**src/rtl/word_splitter_pkg.sv**
```systemverilog
// -----------------------------------------------------------------------------
// word_splitter_pkg
//
// Shared definitions for the word_splitter block and its FIFO.
//   state_t        : byte-sequencer FSM encoding (IDLE, LOW, HIGH)
//   BYTE_W         : width of one byte lane presented to the 2:1 selector
//   WORD_W         : width of a buffered word (two byte lanes)
//   DEFAULT_DEPTH  : default FIFO depth in words
// -----------------------------------------------------------------------------
package word_splitter_pkg;

  localparam int BYTE_W        = 8;
  localparam int WORD_W        = 2 * BYTE_W;
  localparam int DEFAULT_DEPTH = 4;

  // LOW is always the first byte of a word and HIGH the second; which lane
  // SEL_H_L points at in each state depends on the build option.
  typedef enum logic [1:0] {
    ST_IDLE = 2'd0,
    ST_LOW  = 2'd1,
    ST_HIGH = 2'd2
  } state_t;

  // Split a word into its {high, low} byte lanes.
  function automatic logic [BYTE_W-1:0] low_byte(input logic [WORD_W-1:0] word);
    return word[BYTE_W-1:0];
  endfunction

  function automatic logic [BYTE_W-1:0] high_byte(input logic [WORD_W-1:0] word);
    return word[WORD_W-1:BYTE_W];
  endfunction

endpackage

```
**src/rtl/word_splitter_fifo.sv**
```systemverilog
// -----------------------------------------------------------------------------
// word_fifo
//
// Parameterised single-clock FIFO. Pointers wrap modulo DEPTH (power of two),
// and FULL/EMPTY are decoded from a registered occupancy count that is one bit
// wider than the pointers so that DEPTH itself is representable.
//
// Parameters
//   DEPTH  : number of entries, power of two, >= 2
//   WIDTH  : entry width in bits
// Ports
//   clk    : clock, all state updates on the rising edge
//   rst    : synchronous active-high reset (pointers and count only)
//   push   : write wdata; ignored while full
//   wdata  : data to write
//   pop    : advance the read pointer; ignored while empty
//   rdata  : entry at the read pointer (valid while !empty)
//   count  : current occupancy
//   full   : count == DEPTH
//   empty  : count == 0
// -----------------------------------------------------------------------------
module word_fifo #(
  parameter int DEPTH = 4,
  parameter int WIDTH = 16
) (
  input  logic                       clk,
  input  logic                       rst,
  input  logic                       push,
  input  logic [WIDTH-1:0]           wdata,
  input  logic                       pop,
  output logic [WIDTH-1:0]           rdata,
  output logic [$clog2(DEPTH):0]     count,
  output logic                       full,
  output logic                       empty
);

  localparam int AW = $clog2(DEPTH);
  localparam int CW = AW + 1;

  logic [WIDTH-1:0] mem [DEPTH];
  logic [AW-1:0]    wr_ptr;
  logic [AW-1:0]    rd_ptr;
  logic             do_push;
  logic             do_pop;

  assign do_push = push && !full;
  assign do_pop  = pop  && !empty;

  // Reads come straight from storage: a word written at edge N sits in mem
  // only after N, so there is no write-to-read bypass.
  assign rdata = mem[rd_ptr];

  assign full  = (count == CW'(DEPTH));
  assign empty = (count == '0);

  // NOTE: storage has no reset; only pointers and count define what is valid,
  // so clearing the array would cost reset fan-out for no functional benefit.
  always_ff @(posedge clk) begin
    if (do_push) begin
      mem[wr_ptr] <= wdata;
    end
  end

  // NOTE: sequential state uses non-blocking assignments so every register
  // samples pre-edge values regardless of statement order.
  always_ff @(posedge clk) begin
    if (rst) begin
      wr_ptr <= '0;
      rd_ptr <= '0;
      count  <= '0;
    end else begin
      if (do_push) begin
        wr_ptr <= wr_ptr + AW'(1);
      end
      if (do_pop) begin
        rd_ptr <= rd_ptr + AW'(1);
      end
      // Simultaneous push and pop leave the occupancy unchanged.
      case ({do_push, do_pop})
        2'b10:   count <= count + CW'(1);
        2'b01:   count <= count - CW'(1);
        default: count <= count;
      endcase
    end
  end

endmodule

```
**src/rtl/word_splitter.sv**
```systemverilog
// -----------------------------------------------------------------------------
// word_splitter
//
// Buffers 16-bit words and feeds them, one byte per handshake, to a 2:1 byte
// selector. The popped word sits in a holding register split across ENT1
// (low byte) and ENT2 (high byte); SEL_H_L tells the selector which lane is
// current, and BYTE_VALID/BYTE_READY pace the transfer.
//
// Build option
//   WORD_SPLITTER_HIGH_FIRST_EN : when defined, each word is sent high byte
//   first (SEL_H_L = 1 then 0). ENT1/ENT2 lane assignment is unchanged.
//
// Parameters
//   DEPTH      : FIFO depth in words, power of two, >= 2
// Ports
//   CLK        : clock
//   RESET      : synchronous active-high reset; aborts any word in flight
//   WR_EN      : write strobe for WR_DATA
//   WR_DATA    : word to buffer, [7:0] low byte, [15:8] high byte
//   FULL       : FIFO holds DEPTH words (holding register not counted)
//   EMPTY      : FIFO holds no words (holding register not counted)
//   OVF        : sticky, set by a write attempt while FULL
//   ENT1       : low byte of the held word
//   ENT2       : high byte of the held word
//   SEL_H_L    : 0 selects ENT1, 1 selects ENT2
//   BYTE_VALID : selected byte is valid this cycle
//   BYTE_READY : consumer accepts the byte when BYTE_VALID & BYTE_READY
// -----------------------------------------------------------------------------
module word_splitter
  import word_splitter_pkg::*;
#(
  parameter int DEPTH = DEFAULT_DEPTH
) (
  input  logic              CLK,
  input  logic              RESET,
  input  logic              WR_EN,
  input  logic [WORD_W-1:0] WR_DATA,
  output logic              FULL,
  output logic              EMPTY,
  output logic              OVF,
  output logic [BYTE_W-1:0] ENT1,
  output logic [BYTE_W-1:0] ENT2,
  output logic              SEL_H_L,
  output logic              BYTE_VALID,
  input  logic              BYTE_READY
);

  localparam int CW = $clog2(DEPTH) + 1;

`ifdef WORD_SPLITTER_HIGH_FIRST_EN
  localparam logic FIRST_SEL = 1'b1;
`else
  localparam logic FIRST_SEL = 1'b0;
`endif
  localparam logic SECOND_SEL = ~FIRST_SEL;

  state_t            state;
  logic [WORD_W-1:0] fifo_rdata;
  logic [CW-1:0]     fifo_count;
  logic              fifo_full;
  logic              fifo_empty;
  logic              has_word;
  logic              pop;

  assign has_word = (fifo_count != '0);

  // A word leaves the FIFO when the holding register is free (IDLE) or when
  // the second byte of the current word is being accepted (HIGH & READY),
  // which gives back-to-back words without a bubble.
  assign pop = has_word &&
               ((state == ST_IDLE) || ((state == ST_HIGH) && BYTE_READY));

  word_fifo #(
    .DEPTH (DEPTH),
    .WIDTH (WORD_W)
  ) u_fifo (
    .clk   (CLK),
    .rst   (RESET),
    .push  (WR_EN),
    .wdata (WR_DATA),
    .pop   (pop),
    .rdata (fifo_rdata),
    .count (fifo_count),
    .full  (fifo_full),
    .empty (fifo_empty)
  );

  assign FULL  = fifo_full;
  assign EMPTY = fifo_empty;

  // Byte sequencer. Every output it drives is a register, so BYTE_READY and
  // WR_EN never reach an output combinationally.
  always_ff @(posedge CLK) begin
    if (RESET) begin
      state      <= ST_IDLE;
      ENT1       <= '0;
      ENT2       <= '0;
      SEL_H_L    <= 1'b0;
      BYTE_VALID <= 1'b0;
      OVF        <= 1'b0;
    end else begin
      if (WR_EN && fifo_full) begin
        OVF <= 1'b1;
      end

      case (state)
        ST_IDLE: begin
          if (pop) begin
            ENT1       <= low_byte(fifo_rdata);
            ENT2       <= high_byte(fifo_rdata);
            SEL_H_L    <= FIRST_SEL;
            BYTE_VALID <= 1'b1;
            state      <= ST_LOW;
          end
        end

        // Without READY the holding register and SEL_H_L are left untouched,
        // so the presented byte stays stable under backpressure.
        ST_LOW: begin
          if (BYTE_READY) begin
            SEL_H_L <= SECOND_SEL;
            state   <= ST_HIGH;
          end
        end

        ST_HIGH: begin
          if (BYTE_READY) begin
            if (pop) begin
              ENT1    <= low_byte(fifo_rdata);
              ENT2    <= high_byte(fifo_rdata);
              SEL_H_L <= FIRST_SEL;
              state   <= ST_LOW;
            end else begin
              BYTE_VALID <= 1'b0;
              state      <= ST_IDLE;
            end
          end
        end

        default: begin
          BYTE_VALID <= 1'b0;
          state      <= ST_IDLE;
        end
      endcase
    end
  end

endmodule
```
**config.mk**
```make
export PLATFORM = sky130hd
export DESIGN_NAME = word_splitter
export DESIGN_NICKNAME = d
export VERILOG_FILES = /design/src/rtl/word_splitter_pkg.sv /design/src/rtl/word_splitter_fifo.sv /design/src/rtl/word_splitter.sv
export SDC_FILE = /design/constraint.sdc
export NUM_CORES = 1
export LEC_CHECK = 0
export CORE_MARGIN = 3
export CORE_UTILIZATION = 30
export DETAILED_ROUTE_END_ITERATION = 6
export PLACE_DENSITY = 0.54
export SYNTH_ARGS = -nofsm -noshare
export SYNTH_HDL_FRONTEND = slang
export SYNTH_SLANG_ARGS = --single-unit
```
**constraint.sdc**
```tcl
create_clock -name CLK -period 2.4 [get_ports CLK]
set_clock_uncertainty 0.15 [all_clocks]
set_input_delay 0.48 -clock CLK [delete_from_list [all_inputs] [get_ports CLK]]
set_output_delay 0.48 -clock CLK [all_outputs]
set_load 0.03 [all_outputs]
```
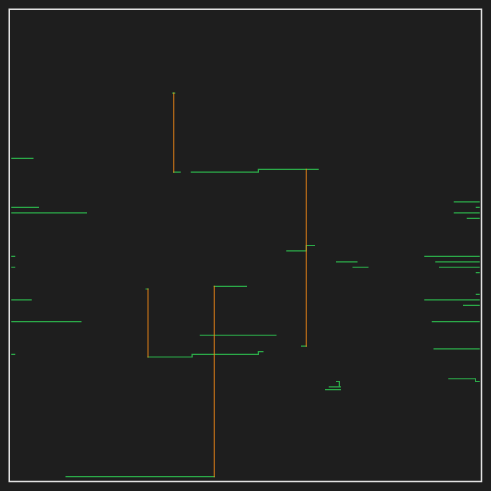
run_1/metal_stack.png
Drawn at 4 px/µm. Only two layers are drawn.
[green] met3 | wire length: 310 µm
[orange] met4 | wire length: 129 µm
number of vias in the routed layout: 2180
drt wl/cell: 15.3 µm
combined global-route utilization of all metal layers: 0.110

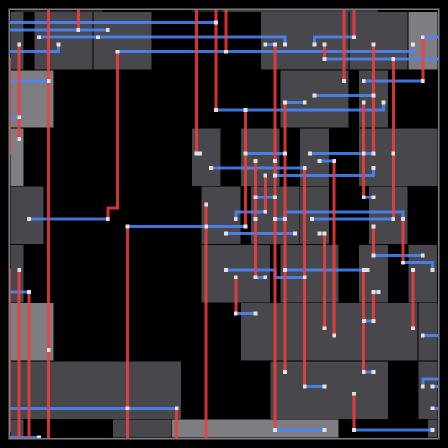
run_1/zoom.png
Window x 78 to 98, y 78 to 98 µm. Cells in gray, sequential cells in the stronger gray; small squares are vias.
[blue] met1
[red] met2
cells with their middle in the window: 22
sequential cells in the window: 0
most frequent: inv_1 (4), buf_4 (3)

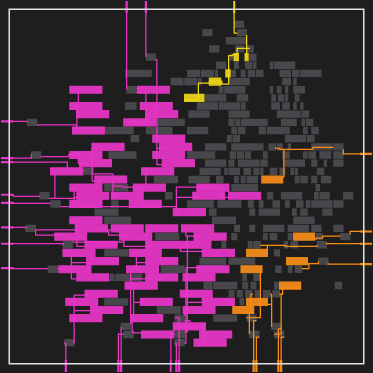
run_1/port_nets.png
Drawn at 3 px/µm.
[magenta] WR_DATA | bits: 16 | direction: input | edge: 8 west, 6 south, 2 north | end cells: 64 | buffers: 16 | wire: 799 µm
[orange] ENT2 | bits: 8 | direction: output | edge: 4 south, 4 east | end cells: 8 | buffers: 8 | wire: 226 µm
[yellow] WR_EN | bits: 1 | direction: input | edge: north | end cells: 8 | buffers: 2 | wire: 59.4 µm
I/O pin cnt: 41
quantity of I/O buffers inserted on ports: 40

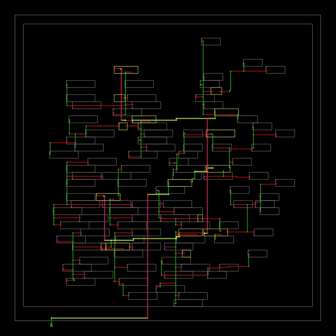
run_1/final_clocks.png
power dissipated in the clock network: 1.44 mW
count of flip-flops and latches: 94

==> run notes, run 1 <==
In this build the clock could be raised as far as 0.434 GHz. The run gives 0.393 as the final core utilization. The met1 track demand over resource was 0.145.

Class of the tightest hold or removal check: register to register. The flow ran to the end, and the final reports show no timing, DRC or antenna violations. For this run, the number of Yosys warnings is 0.

On the critical path, the stage with the largest delay is an instance of sky130_fd_sc_hd__or3b_4. Tracing the worst setup path back leads to its startpoint at u_fifo.count[2]$_SDFFE_PP0P_. The number of buffers and inverters on the critical path is 3, and the synthesized net count is 270. The run gives 0.07 ns for the clock transition time at the flip-flop clock pins of the worst setup and hold paths. STA lists the startpoint of the worst register-to-register path as u_fifo.count[2]$_SDFFE_PP0P_. In this run the standard cell core region covers 12100 µm².

The sequential fraction of total cell area works out to 0.531. For reference, the final report shows the max-slew violation count at 0. Routed signal wires occupy layers up through met4.

The tools report the startpoint of the worst hold path as ENT2[2]$_SDFFE_PP0P_. The initial antenna violation count came out at 0. The area growth from synthesis to layout is 27.1%. The synthesized netlist occupies a cell area of 3740 µm². Busiest metal layer after global routing: met2. In this run the maximum-capacitance check reported violations numbering 0. Of all power groups, the one with the highest power is registers. The sequential fraction of design power was 0.389; the total tool warning count was 30. Internal power comes to 3.69 mW. The met2 usage was 0.171; the combinational logic power was 1.94 mW.

The run gives 94 for the register bit total from synthesis. The logic share of the area was 0.223. Across the VDD grid, the largest voltage drop is 0.412 mV. The tools report the number of failing setup endpoints in the final timing report as 0. The part of the power in the clock network was 0.259. The capture point of the critical path is FULL. The run gives 0.0332 as the met3 track demand over resource in global routing. For this design, the CTS-stage hold fixing added 0 buffers. For the setup slack of the most critical reg-to-reg path, the log shows 0.12 ns. Routability-driven placement finished with a final weighted congestion of 0.694. The run gives 1.77 ns for the data required time at the worst endpoint. For reference, the most critical setup path is categorized as register to primary output. In this run the deepest clock path goes through 2 buffers. For the wire length on met2, the log shows 3.35 mm. In this run the critical register-to-register path is captured at u_fifo.count[2]$_SDFFE_PP0P_. For the pin with the worst max-slew slack, the measured transition is 0.431 ns.

The class occupying the most area after layout is reported as flip-flops and latches. The arrival time at the worst endpoint is 1.67 ns. The tools report the count of standard-cell rows as 40. The final worst-path cycle share works out to 0.959. Clock buffers in the final layout number 9. The logs give 0.674 for the post-synthesis sequential area ratio and 94 for the sink count of the clock tree.

The sum of internal, switching and leakage power was 5.54 mW; the worst setup slack after placement was -0.192 ns. The top logic cell by instance count in the layout was sky130_fd_sc_hd__edfxtp_1. The sequential cell area was 2520 µm². The number of clock buffers added by TritonCTS is 9. The share of the core filled by cells before placement was 0.309; the number of unique standard cell types used by synthesis was 37.

The hold violation count in the final report was 0.
==> run 1: repair_timing <==
item,CTS,global route
pin swaps,0,0
setup buffers,0,1
endpoints found under the setup margin,1,1
resized,1,2
==> run 1: synthesized netlist by cell type <==
cell / n / area share
sky130_fd_sc_hd__or4_4: 1 / 0.0030
sky130_fd_sc_hd__inv_1: 9 / 0.0090
sky130_fd_sc_hd__nor2b_1: 3 / 0.0050
sky130_fd_sc_hd__and3_1: 4 / 0.0067
sky130_fd_sc_hd__nand2b_1: 1 / 0.0017
sky130_fd_sc_hd__xor2_1: 2 / 0.0047
sky130_fd_sc_hd__clkinv_1: 1 / 0.0010
sky130_fd_sc_hd__fa_1: 1 / 0.0053
sky130_fd_sc_hd__mux4_2: 12 / 0.072
sky130_fd_sc_hd__buf_6: 1 / 0.0030
sky130_fd_sc_hd__nand2_1: 1 / 0.0010
sky130_fd_sc_hd__o21ai_1: 1 / 0.0013
sky130_fd_sc_hd__buf_12: 1 / 0.0053
sky130_fd_sc_hd__o21ai_0: 4 / 0.0053
sky130_fd_sc_hd__edfxtp_1: 64 / 0.51
sky130_fd_sc_hd__nand3b_1: 1 / 0.0020
sky130_fd_sc_hd__a31oi_1: 1 / 0.0017
sky130_fd_sc_hd__ha_1: 5 / 0.017
sky130_fd_sc_hd__buf_2: 7 / 0.0094
sky130_fd_sc_hd__nor2_1: 8 / 0.0080
sky130_fd_sc_hd__mux4_1: 4 / 0.028
sky130_fd_sc_hd__dfxtp_1: 30 / 0.16
sky130_fd_sc_hd__nor3_1: 1 / 0.0013
sky130_fd_sc_hd__o31ai_1: 18 / 0.036
sky130_fd_sc_hd__clkbuf_1: 5 / 0.0050
sky130_fd_sc_hd__nor3b_1: 1 / 0.0020
sky130_fd_sc_hd__mux2_2: 1 / 0.0030
sky130_fd_sc_hd__or3b_1: 1 / 0.0023
sky130_fd_sc_hd__a2111o_1: 1 / 0.0030
sky130_fd_sc_hd__nand4_1: 17 / 0.028
sky130_fd_sc_hd__nand3_1: 2 / 0.0027
sky130_fd_sc_hd__or3_4: 1 / 0.0030
sky130_fd_sc_hd__buf_4: 5 / 0.010
sky130_fd_sc_hd__or3_1: 1 / 0.0017
sky130_fd_sc_hd__a21oi_1: 26 / 0.035
sky130_fd_sc_hd__buf_1: 1 / 0.0010
sky130_fd_sc_hd__inv_2: 1 / 0.0010
==> run 1: registers in the layout, summed over array words and instances (netlist names), named ones only <==
signal,cells
u_fifo.rd_ptr,2
u_fifo.count,3
ENT1,8
u_fifo.mem,64
state,2
SEL_H_L,1
BYTE_VALID,1
OVF,1
ENT2,8
u_fifo.wr_ptr,2
==> run 1: tightest hold or removal path, stage by stage, from the launching register on <==
cell	delay, ns
sky130_fd_sc_hd__dfxtp_1	0.31
sky130_fd_sc_hd__o31ai_1	0.06
sky130_fd_sc_hd__a21oi_1	0.06
==> run 1: cells by family after synthesis <==
family,count (synthesis),synth area share
adder cells (fa/ha/maj),6,0.0221
AND/OR/NAND/NOR,43,0.0689
XOR/XNOR,2,0.00468
flip-flops,94,0.674
buffers and inverters,31,0.0448
AND-OR/OR-AND,51,0.0822
multiplexers,17,0.103
==> inputs of run 2 (changes only) <==
--- a/config.mk
+++ b/config.mk
@@ -7,6 +7,7 @@
 export LEC_CHECK = 0
 export CORE_MARGIN = 3
 export CORE_UTILIZATION = 30
+export CTS_BUF_LIST = sky130_fd_sc_hd__clkbuf_8 sky130_fd_sc_hd__clkbuf_16
 export DETAILED_ROUTE_END_ITERATION = 6
 export PLACE_DENSITY = 0.54
 export SYNTH_ARGS = -nofsm -noshare
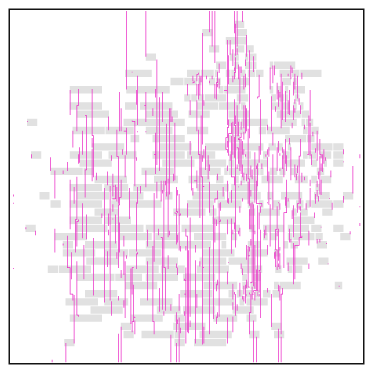
run_2/met2.png
Drawn at 3 px/µm. Cells faint in the background.
wire length on this layer: 3350 µm
nets with wire on the layer: 269
share of all routed wire: 46%
longest straight run: 55.8 µm
met2 Usage GRT: 0.171
Detailed Route WL: 7.21 mm

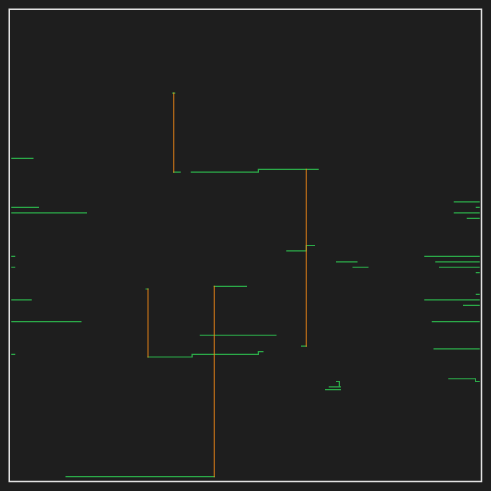
run_2/metal_stack.png
Drawn at 4 px/µm. Only two layers are drawn.
[orange] met4 | wire length: 129 µm
[green] met3 | wire length: 310 µm

==> run 2 against run 1 <==
Area after synthesis stayed put. Combinational power hardly changed. Worst hold slack stayed put. Worst setup slack stayed put. Clock power hardly changed. Fmax stayed put. Sequential share of layout area stayed put. Non-clock buffer count stayed put. Final cell count stayed put. Global-route usage stayed put. Via count stayed put. Critical path type unchanged.
==> run notes, run 2 <==
With the sink count of the clock tree at 94 (unchanged), the final worst-path cycle share is 0.959 (unchanged). With the post-route standard cell area excluding fillers at 4760 µm², the yosys synthesis warning count is 0 (unchanged). With the data required time at the worst endpoint at 1.77 ns (about the same), the sum of internal, switching and leakage power is 5.54 mW (unchanged). The logs give 0.412 mV (unchanged) for the largest vdd supply drop and 270 (unchanged) for the synthesized net count.

The number of failing setup endpoints in the final timing report is 0 (unchanged), and the number of buffers and inverters on the critical path is 3 (unchanged). The cts-stage hold buffer count is 0 (unchanged), and the total routing resource utilization after global routing is 0.110 (unchanged). The fraction of post-synthesis cell area in the top cell type by area came out at 0.514 (unchanged). The min-delay analysis places its worst path in the category register to register.

Per the synthesis report, the dominant area consumer among library cells is sky130_fd_sc_hd__edfxtp_1. The run finished with clean final reports. The logs give 0.434 GHz (unchanged) for the highest attainable clock frequency and 0 for the remaining number of nets flagged by the antenna check after routing. The number of unique standard cell types used by synthesis came out at 37 (unchanged). Async set-reset flop share out of synthesis: 0 (unchanged).

The combined area of all synthesized cells is 3740 µm² (unchanged), and the sequential cell area is 2520 µm² (unchanged). For the worst setup margin, the log shows 0.0977 ns. In the placement report, post-DP HPWL is listed as 4.72 mm. The top logic cell by instance count in the layout is sky130_fd_sc_hd__edfxtp_1.

The initial antenna violation count was 0 (unchanged). The worst setup slack after placement came out at -0.192 ns (unchanged). By area the synthesized netlist is led by sky130_fd_sc_hd__edfxtp_1 51%, sky130_fd_sc_hd__dfxtp_1 16%, sky130_fd_sc_hd__mux4_2 7.2%. The type of the worst setup path was register to primary output. The core region area was 12100 µm² (unchanged).

The register with the most flip-flops in the final layout is u_fifo.mem. The dominant synthesized flop cell was sky130_fd_sc_hd__edfxtp_1. With the detailed-route wire length per cell at 15.3 µm (unchanged), the reported max-cap violation count is 0 (unchanged).

The total tool warning count was 30 (unchanged). The shortest period the worst path allows was 2.30 ns. The number of flops mapped to enable cells by yosys was 64 (unchanged); the global placement routability congestion was 0.694 (unchanged).

With the hold violation count in the final report at 0 (unchanged), the clock transition time at the flip-flop clock pins of the worst setup and hold paths is 0.07 ns (about the same). In the synthesized netlist, the cells that appear most often are 64 x sky130_fd_sc_hd__edfxtp_1, 30 x sky130_fd_sc_hd__dfxtp_1, 26 x sky130_fd_sc_hd__a21oi_1. With the number of buffers on the longest clock path at 2 (unchanged), the average size of a mapped cell is 15.3 µm². The register bit total from synthesis is 94 (unchanged), and the max-slew violation total from the final report is 0 (unchanged). The signed area change from the synthesized netlist to the final layout was 27.1% (unchanged). Worst-path cell with the longest stage delay: sky130_fd_sc_hd__or3b_4. The post-synthesis sequential area ratio was 0.674 (unchanged); the met1 track demand over resource was 0.145 (unchanged). The flip-flop count of the largest register after layout came out at 64 (unchanged).

The actual slew at the worst max-slew pin is 0.431 ns (unchanged). The run gives 41 (unchanged) as the I/O pin total. Total number of vias: 2180 (unchanged). sky130_fd_sc_hd__edfxtp_1 is the most common cell in the netlist. The top cell types in the final layout, fill and taps aside, are 64 x sky130_fd_sc_hd__edfxtp_1, 38 x sky130_fd_sc_hd__clkdlybuf4s50_1, 29 x sky130_fd_sc_hd__dfxtp_1.

The number of buffer cells added on primary ports was 40 (unchanged). The number of clock buffers inserted by TritonCTS came out at 9 (unchanged).
## run 2: worst paths after layout
check                               startpoint  cells after the start                            to  slack, ns
setup / recovery  u_fifo.count[2]$_SDFFE_PP0P_                      4                          FULL        0.1
hold / removal            ENT2[2]$_SDFFE_PP0P_                      2          ENT2[2]$_SDFFE_PP0P_       0.32
hold reg to reg           ENT2[2]$_SDFFE_PP0P_                      2          ENT2[2]$_SDFFE_PP0P_       0.32
setup reg to reg  u_fifo.count[2]$_SDFFE_PP0P_                     10  u_fifo.count[2]$_SDFFE_PP0P_       0.12
## run 2: kinds of logic after synthesis
family,synth area share
simple gates,0.0689
xor+xnor,0.00468
flops,0.674
fa+ha+maj,0.0221
compound gates,0.0822
mux,0.103
buf+inv,0.0448
## run 2: routing by layer
metal,vias up,wire length [µm]
met3,9,310
li1,1065,-
met1,1061,3420
met2,45,3350
met4,0,128
met5,-,0
## run 2: power by group
group | total [mW] | switching (mW) | internal, mW
clock network | 1.44 | 0.613 | 0.823
registers | 2.15 | 0.139 | 2.02
logic | 1.94 | 1.09 | 0.852
total | 5.54 | 1.84 | 3.69
## run 2: worst register-to-register path, stage by stage (launching register included)
cell and delay [ns]:
sky130_fd_sc_hd__dfxtp_2 0.35, sky130_fd_sc_hd__or3b_4 0.40, sky130_fd_sc_hd__clkinvlp_4 0.10, sky130_fd_sc_hd__nor2_1 0.04, sky130_fd_sc_hd__inv_1 0.06, sky130_fd_sc_hd__ha_2 0.17
sky130_fd_sc_hd__inv_1 0.05, sky130_fd_sc_hd__fa_2 0.33, sky130_fd_sc_hd__xor2_1 0.15, sky130_fd_sc_hd__or3_1 0.30, sky130_fd_sc_hd__a21oi_1 0.13
## run 2: area by class of cell
class                      instances  area share
clock inverter                     7      0.0168
clock buffer                       9      0.0474
multi-input combinational        119       0.223
timing repair buffer              62       0.129
sequential                        94       0.531
inverter                          11     0.00947
tap                              168      0.0442
## run 2: repair_timing
action,4_1_cts,5_1_grt
endpoints found under the setup margin,1,1
setup buffers,0,1
gates resized,1,2
run_2/zoom.png
Window x 78 to 98, y 78 to 98 µm. Cells in gray, sequential cells in the stronger gray; small squares are vias.
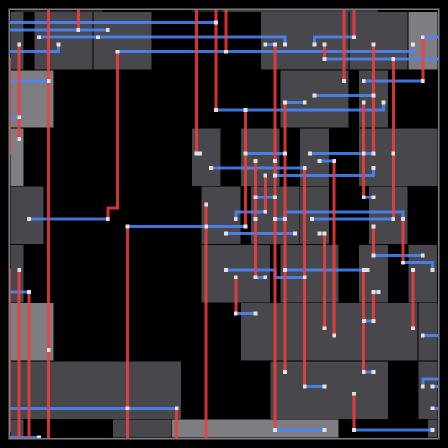

==> inputs of run 3 (changes only) <==
--- a/config.mk
+++ b/config.mk
@@ -10,6 +10,7 @@
 export CTS_BUF_LIST = sky130_fd_sc_hd__clkbuf_8 sky130_fd_sc_hd__clkbuf_16
 export DETAILED_ROUTE_END_ITERATION = 6
 export PLACE_DENSITY = 0.54
+export RECOVER_POWER = 50
 export SYNTH_ARGS = -nofsm -noshare
 export SYNTH_HDL_FRONTEND = slang
 export SYNTH_SLANG_ARGS = --single-unit
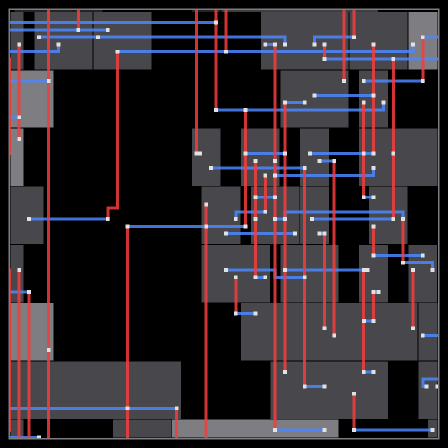
run_3/zoom.png
Window x 78 to 98, y 78 to 98 µm. Cells in gray, sequential cells in the stronger gray; small squares are vias.
[blue] met1
[red] met2
most frequent: inv_1 (5), buf_4 (3)
cells with their middle in the window: 22
sequential cells in the window: 0

==> run 3 against run 2 <==
Via count shrank 0.32%. Critical path type unchanged. Register-to-register slack is essentially flat. Worst hold slack is essentially flat. Die area is the same. Critical path depth is the same. Fmax is essentially flat. Synthesized cell count is the same.
==> run notes, run 3 <==
The largest vdd supply drop came out at 0.411 mV (about the same). The library cells used most frequently in the layout, excluding fill and tap cells, are 64 x sky130_fd_sc_hd__edfxtp_1, 29 x sky130_fd_sc_hd__dfxtp_1, 26 x sky130_fd_sc_hd__a21oi_1. Relative to the synthesized area, the layout overhead comes to 26.9%. The clock transition time at the flip-flop clock pins of the worst setup and hold paths was 0.07 ns (about the same). Looking at the reg2reg group, the worst path starts from u_fifo.count[2]$_SDFFE_PP0P_. The run gives 0 (unchanged) for the initial antenna violation count. The shortest period the worst path allows is 2.30 ns (-0.00131 ns). The number of buffer cells added on primary ports was 40 (unchanged). Yosys synthesis warning count: 0 (unchanged). The instance count along the most critical hold path came out at 2 (unchanged). The run gives 0 (unchanged) as the remaining number of nets flagged by the antenna check after routing. The reported net switching power is 1.84 mW (-0.22%), and the final worst-path cycle share is 0.959 (about the same). The number of flops mapped to enable cells by yosys is 64 (unchanged), and the flip-flop count of the largest register after layout is 64 (unchanged). The post-route standard cell area excluding fillers is 4750 µm² (-0.16%). The cell accounting for the most synthesized area was sky130_fd_sc_hd__edfxtp_1.

The sequential fraction of design power came out at 0.390 (about the same). The synthesis stats list as the most numerous cell sky130_fd_sc_hd__edfxtp_1. The run finished with clean final reports.

By startpoint and endpoint, the worst setup path is classified as register to primary output. The detailed-route wire length per cell came out at 15.3 µm (about the same). Yosys reports that the most numerous cell types are 64 x sky130_fd_sc_hd__edfxtp_1, 30 x sky130_fd_sc_hd__dfxtp_1, 26 x sky130_fd_sc_hd__a21oi_1. The run gives 0.674 (unchanged) for the post-synthesis sequential area ratio. The tools report the global placement routability congestion as 0.694 (unchanged).

The class of the tightest hold or removal check was register to register. The worst setup margin was 0.0990 ns (+0.00131 ns); the actual slew at the worst max-slew pin was 0.730 ns (+0.298 ns). With the synthesized net count at 270 (unchanged), the cts-stage hold buffer count is 0 (unchanged).

The run gives 0.514 (unchanged) for the fraction of post-synthesis cell area in the top cell type by area. The logs give 0 (unchanged) for the number of failing setup endpoints in the final timing report and 0.350 (about the same) for the part of the total power dissipated in combinational logic. The part of the power in the clock network came out at 0.260 (about the same).

The depth of the worst register-to-register path came out at 10 (unchanged). With the sequential cell area at 2520 µm² (unchanged), the register bit total from synthesis is 94 (unchanged). The number of buffers on the longest clock path came out at 2 (unchanged).

The fraction of power spent switching nets came out at 0.333 (about the same). The main area contributors are sky130_fd_sc_hd__edfxtp_1 51%, sky130_fd_sc_hd__dfxtp_1 16%, sky130_fd_sc_hd__mux4_2 7.2%.
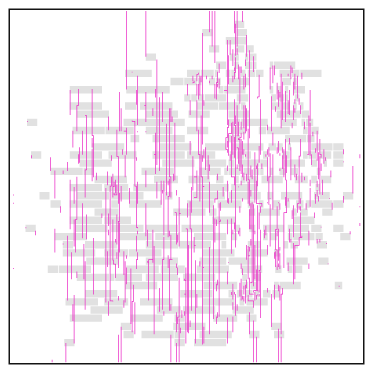
run_3/met2.png
Drawn at 3 px/µm. Cells faint in the background.
nets with wire on the layer: 269
main direction: vertical
share of all routed wire: 47%
Detailed Route WL: 7.21 mm
number of vias in the routed layout: 2173

[run 3: cell types whose count changed in the layout (fill, tap and decap cells not counted)]
cell                              before  now
sky130_fd_sc_hd__inv_2                 1    0
sky130_fd_sc_hd__clkbuf_1              0    2
sky130_fd_sc_hd__inv_1                 8    9
sky130_fd_sc_hd__buf_4                19   17
sky130_fd_sc_hd__dlygate4sd3_1         0   17
sky130_fd_sc_hd__clkdlybuf4s50_1      38   21
[run 3: final cells by class]
class,instances,area share
flip-flops and latches,94,0.531
well taps,168,0.0443
clock inverters,7,0.0169
repair buffers,62,0.127
clock buffers,9,0.0474
multi-input cells,119,0.223
inverters,11,0.00949
[run 3: power by group through the flow]
stage	Combinational (mW)	Sequential [mW]	Clock, mW
after floorplan	1.09	2.41	0
after global placement	1.93	2.19	0
after detailed placement	1.95	2.19	0
after CTS	1.95	2.16	1.48
after global routing	2.11	2.19	1.54
final	1.93	2.16	1.44
[run 3: metrics by stage]
stage	setup TNS, ns	util	std cells	hold WS (ns)	total power, mW
after floorplan	0	-	244	0.320	3.50
after global placement	-0.235	0.367	453	0.312	4.12
after detailed placement	-0.236	0.367	453	0.314	4.14
after CTS	0	0.392	469	0.323	5.59
after global routing	-0.0243	0.392	470	0.345	5.84
final	0	0.392	470	0.321	5.52
[run 3: cells by family (layout without fill, tap and decap cells)]
| group | count (synthesis) | count (layout) | synth area share |
|---|---|---|---|
| xor+xnor | 2 | 2 | 0.00468 |
| fa+ha+maj | 6 | 6 | 0.0221 |
| simple gates | 43 | 43 | 0.0689 |
| flops | 94 | 94 | 0.674 |
| compound gates | 51 | 51 | 0.0822 |
| buf+inv | 31 | 89 | 0.0448 |
| mux | 17 | 17 | 0.103 |
[run 3: how the worst max path moves through the flow]
stage | from | end | slack, ns | cells past startpoint
floorplan | u_fifo.count[0]$_SDFFE_PP0P_ | u_fifo.count[2]$_SDFFE_PP0P_ | 0.02 | 11
global placement | BYTE_READY | u_fifo.count[2]$_SDFFE_PP0P_ | -0.18 | 9
detailed placement | BYTE_READY | u_fifo.count[2]$_SDFFE_PP0P_ | -0.19 | 9
CTS | u_fifo.count[2]$_SDFFE_PP0P_ | u_fifo.count[2]$_SDFFE_PP0P_ | 0.02 | 10
global route | u_fifo.count[2]$_SDFFE_PP0P_ | u_fifo.count[2]$_SDFFE_PP0P_ | -0.02 | 10
finish | u_fifo.count[2]$_SDFFE_PP0P_ | FULL | 0.1 | 4
[run 3: per-layer routing]
| metal | up-vias | global-route usage | wire length [µm] |
|---|---|---|---|
| met5 | - | 0 | 0 |
| met4 | 0 | 0.0418 | 111 |
| met3 | 7 | 0.0332 | 290 |
| met2 | 39 | 0.171 | 3390 |
| met1 | 1064 | 0.145 | 3420 |
| li1 | 1063 | - | - |
[run 3: what timing repair did]
item	4_1_cts	5_1_grt
setup endpoints to repair	1	1
buffers inserted	0	1
endpoints found under the hold margin	0	0
resized	1	2
[run 3: worst max-delay path, stage by stage, from the launching register on]
cell	delay (ns)
sky130_fd_sc_hd__dfxtp_2	0.35
sky130_fd_sc_hd__or3b_4	0.40
sky130_fd_sc_hd__clkinvlp_4	0.10
sky130_fd_sc_hd__buf_4	0.10
sky130_fd_sc_hd__dlygate4sd2_1	0.39
Power and IR drop assume default switching activity.
